## src/rtl/instruction_sequencer_if.sv

```systemverilog
// Instruction-offer handshake plus the ALU control and register-strobe bundle
// driven by the instruction sequencer.
interface instruction_sequencer_if;
  logic [7:0] instr;
  logic       instr_valid;
  logic       instr_ready;
  logic [3:0] alu_op;
  logic       alu_start;
  logic       alu_done;
  logic [1:0] src_a_sel;
  logic [1:0] src_b_sel;
  logic       latch_a;
  logic       latch_b;
  logic       latch_out;

  modport master (
    output instr, instr_valid, alu_done,
    input  instr_ready, alu_op, alu_start, src_a_sel, src_b_sel,
           latch_a, latch_b, latch_out
  );

  modport slave (
    input  instr, instr_valid, alu_done,
    output instr_ready, alu_op, alu_start, src_a_sel, src_b_sel,
           latch_a, latch_b, latch_out
  );
endinterface

```

## src/rtl/instruction_sequencer.sv

```systemverilog
// Five-state Moore sequencer: fetches an 8-bit instruction, launches the ALU,
// waits for completion with a timeout, and issues one register write strobe.
module instruction_sequencer #(
  parameter int unsigned ALU_TIMEOUT = 15
) (
  input  logic                   clk,
  input  logic                   rst_n,
  instruction_sequencer_if.slave bus,
  input  logic                   err_clr,
  output logic                   busy,
  output logic                   err,
  output logic [7:0]             instr_count
);
  typedef enum logic [2:0] {
    ST_IDLE   = 3'd0,
    ST_DECODE = 3'd1,
    ST_EXEC   = 3'd2,
    ST_WAIT   = 3'd3,
    ST_WB     = 3'd4
  } state_t;

  typedef struct packed {
    logic       instr_ready;
    logic       busy;
    logic [3:0] alu_op;
    logic       alu_start;
    logic [1:0] src_a_sel;
    logic [1:0] src_b_sel;
    logic       latch_a;
    logic       latch_b;
    logic       latch_out;
  } out_t;

  localparam out_t OUT_IDLE_C = '{instr_ready: 1'b1, busy: 1'b0, alu_op: 4'h0,
                                  alu_start: 1'b0, src_a_sel: 2'b00, src_b_sel: 2'b00,
                                  latch_a: 1'b0, latch_b: 1'b0, latch_out: 1'b0};
  localparam out_t OUT_BUSY_C = '{instr_ready: 1'b0, busy: 1'b1, alu_op: 4'h0,
                                  alu_start: 1'b0, src_a_sel: 2'b00, src_b_sel: 2'b00,
                                  latch_a: 1'b0, latch_b: 1'b0, latch_out: 1'b0};
  // Count value seen during the last permitted WAIT cycle.
  localparam logic [7:0] WAIT_LAST_C = 8'(ALU_TIMEOUT - 32'd1);

  function automatic logic is_alu_op(input logic [3:0] op);
    return (op[3] == 1'b0);
  endfunction

  function automatic logic is_illegal_op(input logic [3:0] op);
    return (op[3:2] == 2'b11);
  endfunction

  state_t     state_r;
  state_t     state_nxt_s;
  logic [7:0] ir_r;
  logic [7:0] ir_nxt_s;
  logic [7:0] wait_cnt_r;
  logic [7:0] instr_count_r;
  logic       err_r;
  logic       err_set_s;
  logic       accept_s;
  logic       timeout_s;
  out_t       out_r;
  out_t       out_nxt_s;

  assign accept_s  = bus.instr_valid & out_r.instr_ready;
  assign timeout_s = (wait_cnt_r == WAIT_LAST_C);

  // Next-state, IR capture and error-set decode
  always_comb begin
    state_nxt_s = state_r;
    ir_nxt_s    = ir_r;
    err_set_s   = 1'b0;
    case (state_r)
      ST_IDLE: begin
        if (accept_s) begin
          state_nxt_s = ST_DECODE;
          ir_nxt_s    = bus.instr;
        end else begin
          state_nxt_s = ST_IDLE;
        end
      end
      ST_DECODE: begin
        if (is_illegal_op(ir_r[7:4])) begin
          state_nxt_s = ST_IDLE;
          err_set_s   = 1'b1;
        end else if (is_alu_op(ir_r[7:4])) begin
          state_nxt_s = ST_EXEC;
        end else begin
          state_nxt_s = ST_WB;
        end
      end
      ST_EXEC: state_nxt_s = ST_WAIT;
      ST_WAIT: begin
        // A completion arriving on the timeout cycle still wins.
        if (bus.alu_done) begin
          state_nxt_s = ST_WB;
        end else if (timeout_s) begin
          state_nxt_s = ST_IDLE;
          err_set_s   = 1'b1;
        end else begin
          state_nxt_s = ST_WAIT;
        end
      end
      ST_WB:   state_nxt_s = ST_IDLE;
      default: state_nxt_s = ST_IDLE;
    endcase
  end

  // Output decode from the upcoming state and IR, so the outputs can be registered
  always_comb begin
    out_nxt_s = OUT_BUSY_C;
    case (state_nxt_s)
      ST_IDLE: out_nxt_s = OUT_IDLE_C;
      ST_DECODE, ST_EXEC, ST_WAIT: begin
        if (is_alu_op(ir_nxt_s[7:4])) begin
          out_nxt_s.src_a_sel = ir_nxt_s[3:2];
          out_nxt_s.src_b_sel = ir_nxt_s[1:0];
        end else begin
          out_nxt_s.src_a_sel = 2'b00;
        end
        if (state_nxt_s != ST_DECODE) begin
          out_nxt_s.alu_op = ir_nxt_s[7:4];
        end else begin
          out_nxt_s.alu_op = 4'h0;
        end
        out_nxt_s.alu_start = (state_nxt_s == ST_EXEC);
      end
      ST_WB: begin
        if (is_alu_op(ir_nxt_s[7:4])) begin
          out_nxt_s.src_a_sel = ir_nxt_s[3:2];
          out_nxt_s.src_b_sel = ir_nxt_s[1:0];
          out_nxt_s.latch_out = 1'b1;
        end else begin
          case (ir_nxt_s[5:4])
            2'b00: begin out_nxt_s.src_a_sel = 2'b01; out_nxt_s.latch_b   = 1'b1; end
            2'b01: begin out_nxt_s.src_a_sel = 2'b00; out_nxt_s.latch_a   = 1'b1; end
            2'b10: begin out_nxt_s.src_b_sel = 2'b00; out_nxt_s.latch_b   = 1'b1; end
            default: begin out_nxt_s.src_a_sel = 2'b01; out_nxt_s.latch_out = 1'b1; end
          endcase
        end
      end
      default: out_nxt_s = OUT_IDLE_C;
    endcase
  end

  // State, instruction register and registered outputs
  always_ff @(posedge clk or negedge rst_n) begin
    if (!rst_n) begin
      state_r <= ST_IDLE;
      ir_r    <= 8'h00;
      out_r   <= OUT_IDLE_C;
    end else begin
      state_r <= state_nxt_s;
      ir_r    <= ir_nxt_s;
      out_r   <= out_nxt_s;
    end
  end

  // WAIT-cycle counter, cleared on the cycle that enters WAIT
  always_ff @(posedge clk or negedge rst_n) begin
    if (!rst_n) begin
      wait_cnt_r <= 8'h00;
    end else if (state_r == ST_EXEC) begin
      wait_cnt_r <= 8'h00;
    end else if (state_r == ST_WAIT) begin
      wait_cnt_r <= wait_cnt_r + 8'd1;
    end else begin
      wait_cnt_r <= wait_cnt_r;
    end
  end

  // Retired-instruction counter and sticky error flag (set beats clear)
  always_ff @(posedge clk or negedge rst_n) begin
    if (!rst_n) begin
      instr_count_r <= 8'h00;
      err_r         <= 1'b0;
    end else begin
      if (state_r == ST_WB) begin
        instr_count_r <= instr_count_r + 8'd1;
      end else begin
        instr_count_r <= instr_count_r;
      end
      if (err_set_s) begin
        err_r <= 1'b1;
      end else if (err_clr) begin
        err_r <= 1'b0;
      end else begin
        err_r <= err_r;
      end
    end
  end

  assign bus.instr_ready = out_r.instr_ready;
  assign bus.alu_op      = out_r.alu_op;
  assign bus.alu_start   = out_r.alu_start;
  assign bus.src_a_sel   = out_r.src_a_sel;
  assign bus.src_b_sel   = out_r.src_b_sel;
  assign bus.latch_a     = out_r.latch_a;
  assign bus.latch_b     = out_r.latch_b;
  assign bus.latch_out   = out_r.latch_out;
  assign busy            = out_r.busy;
  assign err             = err_r;
  assign instr_count     = instr_count_r;

endmodule

```

## src/flat_wrapper.sv

```systemverilog
// flat-port wrapper written by rule: the top's interface ports become plain ports
module instruction_sequencer_flat 
#(
  parameter int unsigned ALU_TIMEOUT = 15
)
  (clk, rst_n, err_clr, busy, err, instr_count, bus_instr, bus_instr_valid, bus_alu_done, bus_instr_ready, bus_alu_op, bus_alu_start, bus_src_a_sel, bus_src_b_sel, bus_latch_a, bus_latch_b, bus_latch_out);
  instruction_sequencer_if bus_i ();
  input  logic clk;
  input  logic rst_n;
  input  logic err_clr;
  output logic busy;
  output logic err;
  output logic [7:0] instr_count;
  input wire logic [$bits(bus_i.instr)-1:0] bus_instr;
  input wire logic [$bits(bus_i.instr_valid)-1:0] bus_instr_valid;
  input wire logic [$bits(bus_i.alu_done)-1:0] bus_alu_done;
  output wire logic [$bits(bus_i.instr_ready)-1:0] bus_instr_ready;
  output wire logic [$bits(bus_i.alu_op)-1:0] bus_alu_op;
  output wire logic [$bits(bus_i.alu_start)-1:0] bus_alu_start;
  output wire logic [$bits(bus_i.src_a_sel)-1:0] bus_src_a_sel;
  output wire logic [$bits(bus_i.src_b_sel)-1:0] bus_src_b_sel;
  output wire logic [$bits(bus_i.latch_a)-1:0] bus_latch_a;
  output wire logic [$bits(bus_i.latch_b)-1:0] bus_latch_b;
  output wire logic [$bits(bus_i.latch_out)-1:0] bus_latch_out;
  assign bus_i.instr = bus_instr;
  assign bus_i.instr_valid = bus_instr_valid;
  assign bus_i.alu_done = bus_alu_done;
  assign bus_instr_ready = bus_i.instr_ready;
  assign bus_alu_op = bus_i.alu_op;
  assign bus_alu_start = bus_i.alu_start;
  assign bus_src_a_sel = bus_i.src_a_sel;
  assign bus_src_b_sel = bus_i.src_b_sel;
  assign bus_latch_a = bus_i.latch_a;
  assign bus_latch_b = bus_i.latch_b;
  assign bus_latch_out = bus_i.latch_out;
  instruction_sequencer #(.ALU_TIMEOUT(ALU_TIMEOUT)) u_core (.clk(clk), .rst_n(rst_n), .bus(bus_i), .err_clr(err_clr), .busy(busy), .err(err), .instr_count(instr_count));
endmodule
```

## config.mk

```make
export PLATFORM = sky130hd
export DESIGN_NAME = instruction_sequencer_flat
export DESIGN_NICKNAME = d
export VERILOG_FILES = /design/src/rtl/instruction_sequencer_if.sv /design/src/rtl/instruction_sequencer.sv /design/src/flat_wrapper.sv
export SDC_FILE = /design/constraint.sdc
export NUM_CORES = 1
export LEC_CHECK = 0
export ABC_CLOCK_PERIOD_IN_PS = 1870
export CAP_MARGIN = 20
export CORE_AREA = 2 2 77 60
export DETAILED_ROUTE_END_ITERATION = 6
export DIE_AREA = 0 0 79 62
export PLACE_DENSITY = 0.76
export REMOVE_ABC_BUFFERS = 1
export SKIP_CTS_REPAIR_TIMING = 1
export SLEW_MARGIN = 5
export SYNTH_ARGS = -nofsm -noshare
export SYNTH_HDL_FRONTEND = slang
export SYNTH_SLANG_ARGS = --single-unit
```

## constraint.sdc

```tcl
create_clock -name clk -period 1.87 [get_ports clk]
set_clock_uncertainty 0.05 [all_clocks]
set_input_delay 0.2805 -clock clk [delete_from_list [all_inputs] [get_ports clk]]
set_output_delay 0.2805 -clock clk [all_outputs]
set_load 0.01 [all_outputs]
```

Fig. 1: run 1, selected gate families
Scale: 8 px per um.
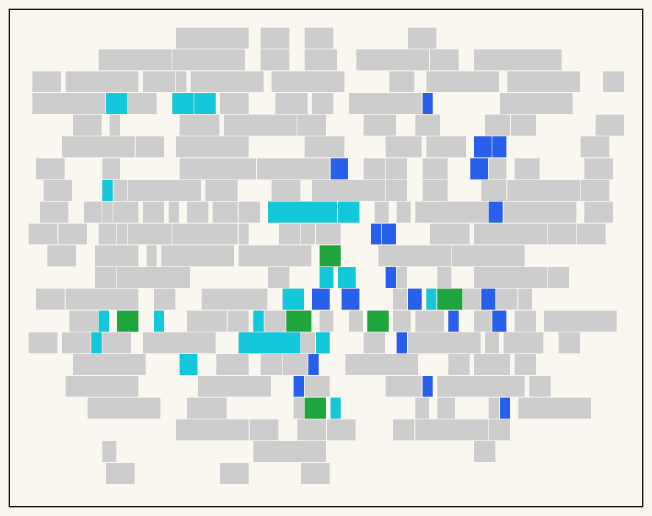
colour	family	cells
blue	nand cells	20
green	non-inverting ao/oa cells	6
cyan	nor cells	18

Fig. 2: run 1, a small window of the routed layout
Window x 24 to 54, y 4 to 34 um. Cells in grey, sequential cells in the stronger grey; small squares are vias.
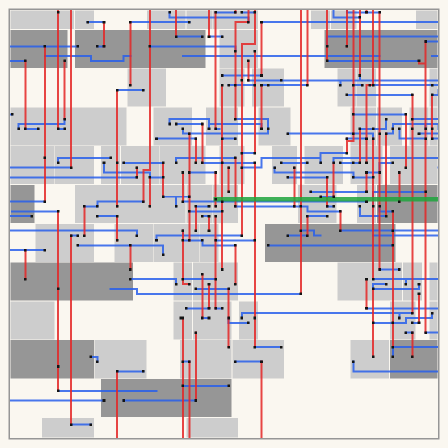
colour	layer
green	M3
blue	M1
red	M2
cells with their middle in the window	53
netlist names of flops here include	u_core.wait_cnt_r (2)
most frequent	dfrtp_1 (6)
sequential cells in the window	6

Fig. 3: run 1, routing congestion
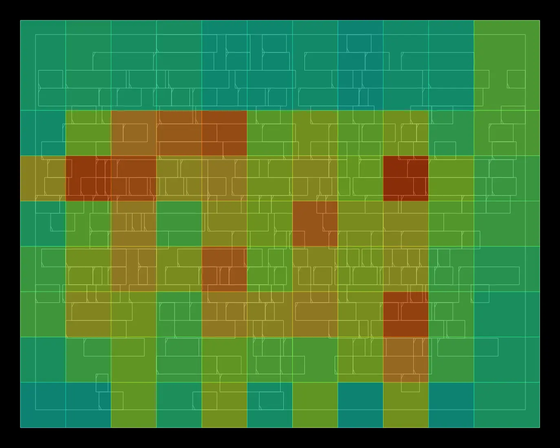
busiest layer in global routing: met2
global-route met2 utilization: 28.2%

==> run notes, run 1 <==
Implementation run completed; key figures follow.

Run status:
- The run finished, with violations left.
- The final reports fail on setup timing.

Logic synthesis:
- The run gives the compound-gate portion of the synthesized area as 9.66%.
- Summed over all instances, the cell type with the most area after synthesis is dfrtp_1.
- The run puts the mean cell area of the mapped netlist at 11.7 um2.
- The run puts the share of flip-flops with an asynchronous set or reset at 100%.
- The run gives the primary flip-flop cell chosen by synthesis mapping as dfrtp_1.
- The run puts the fraction of post-synthesis cell area in the top cell type by area at 56.6%.
- The synthesized netlist contains 39 unique library cells.
- The run puts the synthesized-area fraction occupied by adder cells at 3.45%.
- By area the synthesized netlist is led by dfrtp_1 (57%), ha_1 (3.5%), mux2_2 (3.1%).
- Counting instances in the post-synthesis netlist gives the leading cell types as dfrtp_1 (41), inv_1 (10), nand2_1 (9), o21ai_0 (9), nor2_1 (7).
- Synthesis handed over a netlist of 155 instances.
- The run puts the number of cells in Yosys stat at 155.
- For this run, the number of Yosys warnings is 0.
- The run puts the number of synthesized flops with an enable pin at 0.

Route:
- For this run, design rule violations remaining after detail routing come to 0.
- The routed design has 3650 um of wire.
- Using the TritonRoute via totals, the vias-per-cell ratio works out to 5.00.
- The run gives the total vias in the final route as 1361.

Placed design:
- The run gives the placed wire-length estimate as 2690 um.
- The run puts the worst slack after detailed placement at -168 ps.
- The run gives the number of instances in the placed design as 262.

Critical path:
- The signal on the critical path passes through inv_1 -> ha_1 -> or4b_4 -> o31a_1 -> nor4_4 -> buf_4 -> o32ai_1.
- The critical path starts at u_core.wait_cnt_r[0]$_DFFE_PN0P_.
- The run gives the total number of cells along the worst setup path as 7.
- The worst setup path is captured at a register.
- The timing report gives the biggest stage delay along the critical path as 470 ps.
- The critical path is of the register to register type.
- The number of cells on the worst reg-to-reg path is 7.
- The run gives the signal arrival time at the worst endpoint as 2060 ps.
- The launch point of the worst register-to-register path is recorded as u_core.wait_cnt_r[0]$_DFFE_PN0P_.
- The run gives the number of buffer and inverter stages on the critical path as 2.

Run:
- The run gives the stage-log warning count as 28.

Finish:
- From synthesis to final layout, the design area changed by 41.5%.
- The run puts the count of nets after finishing at 232.
- The run gives the final cell area excluding filler cells as 2570 um2.
- Per the final layout report, the fraction of cells sized above drive strength 1 comes to 21.9%.
- The run puts the footprint of the flip-flops and latches at 1050 um2.

Pwr:
- The leakage power in the latest report is 1.17 nW.
- The run puts the power density over cell area at 1510 nW/um2.

Clock tree:
- The run puts the TritonCTS buffer count at 5.
- Looking at the clock tree report, the root buffer type is clkbuf_8.
- TritonCTS reports the number of clock sinks as 42.
- The run puts the insertion delay of the later-clocked pin in the worst-skew pair at 290 ps.

Final timing:
- The run puts the final setup violation count at 5.
- Setup repair after global routing could not meet its margin everywhere.
- The run gives the summed negative setup slack over all endpoints as -256 ps.
- The run puts the fraction of the cycle the final worst path needs at 104%.
- The run gives the setup slack of the critical path after layout as -77.9 ps.
- The run puts the total count of hold-check failures in the final report at 0.
- The run puts the minimum period implied by the final worst setup slack at 1950 ps.
- The run gives the final worst hold slack as 415 ps.

Floorplanning:
- The run gives the top-level I/O count as 36.
- The run gives the width of the die as 79 um.

GRT:
- The run puts the first-pass GRT wire length at 6180 um.
==> run 1: final cells by class <==
cell class                 instances  share of cell area (%)
inverter                          10                    1.46
tap                               57                    2.78
sequential                        42                    41.0
clock inverter                     2                    2.34
clock buffer                       6                    3.22
timing repair buffer              57                    20.1
multi-input combinational         98                    29.1
==> run 1: layer usage <==
layer / GRT usage, % / part of all wire [%]
met5: 0 / 0
met4: 4.43 / 0
met3: 4.48 / 5.8
met2: 28.2 / 46
met1: 21.8 / 48
==> run 1: power by group <==
group | leakage, nW | total [mW] | switching [mW] | internal, mW
Combinational | 0.551 | 1.62 | 0.746 | 0.873
Clock | 0.0714 | 0.869 | 0.299 | 0.569
Sequential | 0.547 | 1.37 | 0.175 | 1.20
==> run 1 -> run 2 <==
Settings changed: ABC_AREA from default to 1, CORE_AREA 2 2 77 60 to 2 2 78 61, DIE_AREA 0 0 79 62 to 0 0 80 63, GPL_TIMING_DRIVEN from default to 0, PLACE_DENSITY 0.76 to 0.77.
Fig. 4: run 2, routing congestion
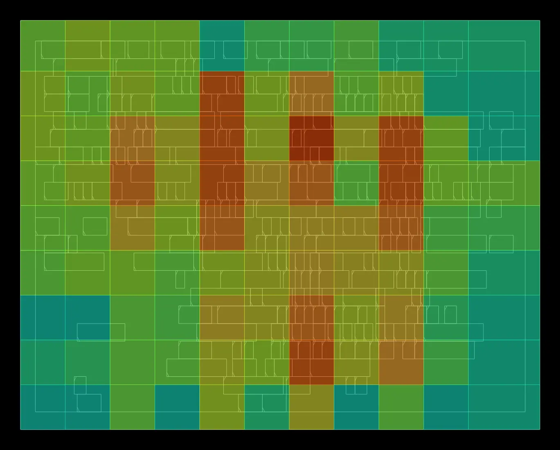
Util after Layout: 58.6%
busiest layer in global routing: met1
GR met3 Demand/Resource: 4.77%
Wirelength per Cell: 11.8 um

==> run notes, run 2 <==
Implementation run completed; key figures follow.

Pwr:
- The run gives the clock network fraction of total power as 17.2% (was 22.5%).
- The run puts the power drawn by the combinational cells at 1.46 mW (was 1.62 mW).
- The run puts the switching power as a share of total power at 38.7% (was 31.6%).
- The power density over cell area is 1380 nW/um2 (was 1510 nW/um2).
- The combinational fraction of design power is 42.1% (was 41.9%).
- The power in the clock group is 0.599 mW (was 0.869 mW).
- The run gives the net load switching power as 1.35 mW (was 1.22 mW).
- The run gives the leakage power total as 1.31 nW (was 1.17 nW).

Final timing:
- The final worst hold slack is 393 ps (was 415 ps).
- The run gives the minimum period implied by the final worst setup slack as 1770 ps (was 1950 ps).
- The run puts the fraction of the cycle the final worst path needs at 94.4% (was 104%).
- The run gives the total count of hold-check failures in the final report as 0 (unchanged).
- The run puts the summed negative setup slack over all endpoints at 0 ps (was -256 ps).

Route:
- The top routing layer in use is met4 (was met3).
- The run gives the post-detailed-route via-to-cell ratio as 4.70 (was 5.00).
- The residual DRC count came to 0 (unchanged).
- The total routed wirelength was 3980 um (was 3650 um).

Critical path:
- The depth of the worst register-to-register path was 12 (was 7).
- The run puts the number of buffer and inverter stages on the critical path at 3 (was 2).
- Cell-by-cell listing of the critical path: nand2_2 -> inv_2 -> nand3_4 -> clkinv_4 -> nand2_1 -> nand2_2 -> inv_1 -> ha_1 -> nand2_1 -> nand2_1 -> nand2_1 -> nand2_1 (was inv_1 -> ha_1 -> or4b_4 -> o31a_1 -> nor4_4 -> buf_4 -> o32ai_1).
- The run gives the largest incremental delay on the critical path as 560 ps (was 470 ps).
- The path type of the worst setup path was register to register (unchanged).
- The run puts the signal arrival time at the worst endpoint at 1910 ps (was 2060 ps).
- The run gives the type of element capturing the critical path as a register (unchanged).
- The run gives the total number of cells along the worst setup path as 12 (was 7).
- The run gives the source of the worst register-to-register timing path as u_core.bus.instr_ready$_DFF_PN1_ (was u_core.wait_cnt_r[0]$_DFFE_PN0P_).

Clock tree:
- The insertion delay of the later-clocked pin in the worst-skew pair is 290 ps (about the same).
- The number of clock sinks seen by CTS was 42 (unchanged).
- The TritonCTS buffer count is 5 (unchanged).

Logic synthesis:
- The run puts the distinct cell type count after synthesis at 20 (was 39).
- The post-synthesis cell type with the largest combined area is dfrtp_1 (unchanged).
- Top cells by area, synth: dfrtp_1 (53%), nand2_1 (16%), inv_1 (6.4%) (was dfrtp_1 (57%), ha_1 (3.5%), mux2_2 (3.1%)).
- The run puts the share of flip-flops with an asynchronous set or reset at 100% (unchanged).
- The run gives the number of synthesized flops with an enable pin as 0 (unchanged).
- The run puts the number of cells in Yosys stat at 228 (was 155).
- The run puts the compound-gate portion of the synthesized area at 3.65% (was 9.66%).
- The yosys warning tally was 0 (unchanged).

Finish:
- The run puts the number of clock buffer instances in the layout at 7 (was 6).
- The combinational fraction of the cell area was 29.7% (was 29.1%).
- The run puts the footprint of the flip-flops and latches at 1050 um2 (unchanged).
- The share of the final layout cell area in sequential cells came to 41.7% (was 41.0%).
- The run gives the count of nets after finishing as 296 (was 232).
- The run puts the final-layout clock-cell area share at 3.62% (was 5.56%).
- The run gives the number of combinational gates with multiple inputs as 150 (was 98).
- The total of plain and repair buffers excluding clock buffers was 43 (was 57).
- The run gives the number of non-clock inverters as 36 (was 10).

GRT:
- The run puts the global routing usage on met1 at 25.3% (was 21.8%).
- The run puts the met2 layer usage reported by global route at 24.0% (was 28.2%).

Placed design:
- The placed wire-length estimate is 2720 um (was 2690 um).
- The run puts the number of instances in the placed design at 321 (was 262).

Run status:
- Status: completed (was finished, violations left).

Floorplanning:
- The run gives the width of the die as 80 um (was 79 um).
- The run gives the top-level I/O count as 36 (unchanged).

Run:
- The run puts the stage-log warning count at 27 (was 28).
-- run 2: netlist changes by cell type after synthesis, moves of 3 or more --
cell      delta
mux2_2       -5
o31ai_1      -4
nor2_4       +3
inv_1       +23
nand4_1      +7
inv_2        +3
and3_1       -5
mux2i_1      -4
nor3b_1      -5
nand2_1     +72
nand2b_1     -3
nor2_1       +9
nand3_1      +7
-- run 2: per-stage QoR --
stage / util, % / setup WS, ps / area, um2
3_5_place_dp: 54.7 / -416 / 2360
4_1_cts: 56.9 / -175 / 2450
5_1_grt: 58.6 / -13.2 / 2520
6_report: 58.6 / 105 / 2520
3_3_place_gp: 54.4 / -612 / 2340
2_1_floorplan: - / 91.5 / 1920
==> run 2 -> run 3 <==
Settings changed: ABC_CLOCK_PERIOD_IN_PS 1870 to 1700, CORE_AREA 2 2 78 61 to 2 2 75 59, DIE_AREA 0 0 80 63 to 0 0 77 61, PLACE_DENSITY 0.77 to 0.79.
Clock period 1.87 ns to 1.7 ns, I/O delays scaled along.
Fig. 5: run 3, routed metal per tile
Scale: 4 px per um. 15 x 12 tiles, from white (low) to dark blue (high), scaled to the fullest tile. Values are wire area over tile area, all layers added.
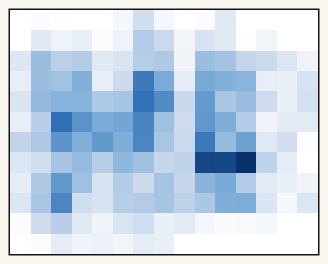
mean over tiles	0.14
densest ninth of the die	centre
tiles over half the peak	11%
fullest tile	0.55
nearly empty tiles	15%

==> run notes, run 3 <==
Implementation run completed; key figures follow.

Run status:
- Status: finished, violations left (was completed).
- The final reports fail on setup timing.

Placed design:
- The run gives the placed wire-length estimate as 2760 um (was 2720 um).
- The placement-stage cell area is 2360 um2 (about the same).

Logic synthesis:
- The yosys warning tally is 0 (unchanged).
- The run puts the share of flip-flops with an asynchronous set or reset at 100% (unchanged).
- The run gives the post-synthesis cell type with the largest combined area as dfrtp_1 (unchanged).
- The run puts the synthesized instance count at 228 (unchanged).
- The run gives the compound-gate portion of the synthesized area as 3.65% (unchanged).
- The run gives the portion of netlist area occupied by mux cells as 0% (unchanged).
- The run puts the mean cell area of the mapped netlist at 8.43 um2 (unchanged).
- The run puts the fraction of post-synthesis cell area in the top cell type by area at 53.4% (unchanged).
- Top cells by area, synth: dfrtp_1 (53%), nand2_1 (16%), inv_1 (6.4%) (unchanged).
- Commonest cells in the netlist: nand2_1 (81), dfrtp_1 (41), inv_1 (33), nor2_1 (16), nand3_1 (13) (unchanged).
- The run puts the distinct cell type count after synthesis at 20 (unchanged).
- The run gives the primary flip-flop cell chosen by synthesis mapping as dfrtp_1 (unchanged).
- The run puts the number of synthesized flops with an enable pin at 0 (unchanged).
- The run gives the largest family of logic cells by area as simple AND/OR/NAND/NOR gates (unchanged).

Floorplanning:
- The run gives the width of the die as 77 um (was 80 um).

Critical path:
- The signal arrival time at the worst endpoint came to 1840 ps (was 1910 ps).
- The run gives the source of the worst register-to-register timing path as u_core.bus.instr_ready$_DFF_PN1_ (unchanged).
- The run gives the type of element capturing the critical path as a register (unchanged).
- The number of buffer and inverter stages on the critical path is 3 (unchanged).
- Cell-by-cell listing of the critical path: nand2_2 -> inv_2 -> nand3_4 -> inv_4 -> nand2_2 -> nand2_2 -> inv_2 -> ha_4 -> nand2_2 -> nand2_1 -> nand2_1 -> nand2_1 (was nand2_2 -> inv_2 -> nand3_4 -> clkinv_4 -> nand2_1 -> nand2_2 -> inv_1 -> ha_1 -> nand2_1 -> nand2_1 -> nand2_1 -> nand2_1).
- The largest incremental delay on the critical path is 540 ps (was 560 ps).
- The run puts the depth of the worst register-to-register path at 12 (unchanged).
- The origin of the worst setup path is u_core.bus.instr_ready$_DFF_PN1_ (unchanged).
- The run puts the total number of cells along the worst setup path at 12 (unchanged).
- The path type of the worst setup path is register to register (unchanged).

Finish:
- The run gives the final cell area excluding filler cells as 2560 um2 (was 2520 um2).
- The count of nets after finishing is 298 (was 296).
- The layout overhead on the synthesized area was 33.2% (was 31.4%).

GRT:
- The first-pass GRT wire length is 6360 um (was 6620 um).
- The met2 layer usage reported by global route is 29.6% (was 24.0%).
- The layer with the highest usage after global routing is met2 (was met1).
- The run gives the global routing usage on met1 as 21.7% (was 25.3%).
- The met3 routing resource usage after global routing came to 4.32% (was 4.77%).

Route:
- The run gives the total vias in the final route as 1649 (was 1580).
- The run gives the post-detailed-route via-to-cell ratio as 4.91 (was 4.70).
- The run gives the residual DRC count as 0 (unchanged).
- The run gives the average wire length per cell after detail routing as 11.7 um (was 11.8 um).

Final timing:
- The run puts the minimum period implied by the final worst setup slack at 1710 ps (was 1770 ps).
- Setup repair after global routing could not meet its margin everywhere.
- The run puts the fraction of the cycle the final worst path needs at 101% (was 94.4%).
- The worst max-slew margin expressed relative to the limit came to 77.1% (was 72.7%).
- The total count of hold-check failures in the final report came to 0 (unchanged).
- The run puts the summed negative setup slack over all endpoints at -11.6 ps (was 0 ps).
- The run gives the final setup violation count as 1 (was 0).
- The run gives the setup slack of the critical path after layout as -11.6 ps (was 105 ps).

Run:
- The run gives the stage-log warning count as 28 (was 27).

Pwr:
- The net load switching power was 1.54 mW (was 1.35 mW).
- The run gives the power drawn by the combinational cells as 1.75 mW (was 1.46 mW).
- The worst voltage drop across the vdd grid came to 0.000867 V (was 0.000921 V).
- The run puts the sequential share of power at 39.3% (was 40.7%).
- The power density over cell area was 1530 nW/um2 (was 1380 nW/um2).
- The run gives the top power consumer group as combinational cells (unchanged).
- The internal power contribution is 2.38 mW (was 2.13 mW).
- The clock network fraction of total power came to 16.0% (was 17.2%).
- The run puts the power in the clock group at 0.626 mW (was 0.599 mW).
- The power attributed to sequential cells was 1.54 mW (was 1.41 mW).
- The run puts the combinational fraction of design power at 44.7% (was 42.1%).

Clock tree:
- The run puts the insertion delay of the later-clocked pin in the worst-skew pair at 290 ps (about the same).
- The run gives the number of clock sinks seen by CTS as 42 (unchanged).
## run 3: final cells by class
cell class | instances | area, um2
Clock buffer | 6 | 72.6
Clock inverter | 2 | 13.8
Fill cell | 353 | 1390
Inverter | 36 | 138
Multi-Input combinational cell | 150 | 774
Sequential cell | 42 | 1050
Tap cell | 55 | 68.8
Timing Repair Buffer | 45 | 438
## run 3: routing by layer
metal	part of all wire (%)	up-vias
met3	5.8	11
met4	1.8	0
met5	0	-
li1	-	813
met1	45	769
met2	47	56
## run 3: per-stage QoR
stage	hold slack [ps]	util, %	power [mW]	instances	worst slack (ps)
after floorplan	-90.6	-	2.43	228	-78.5
after global routing	368	64.7	4.22	336	-93.0
after global placement	411	59.2	3.01	318	-714
after detailed placement	134	59.6	3.06	319	-534
after CTS	-186	61.8	3.71	327	-313
final	339	64.7	3.91	336	-11.6
Power figures rest on the tool's default switching activity, not on a simulated workload.
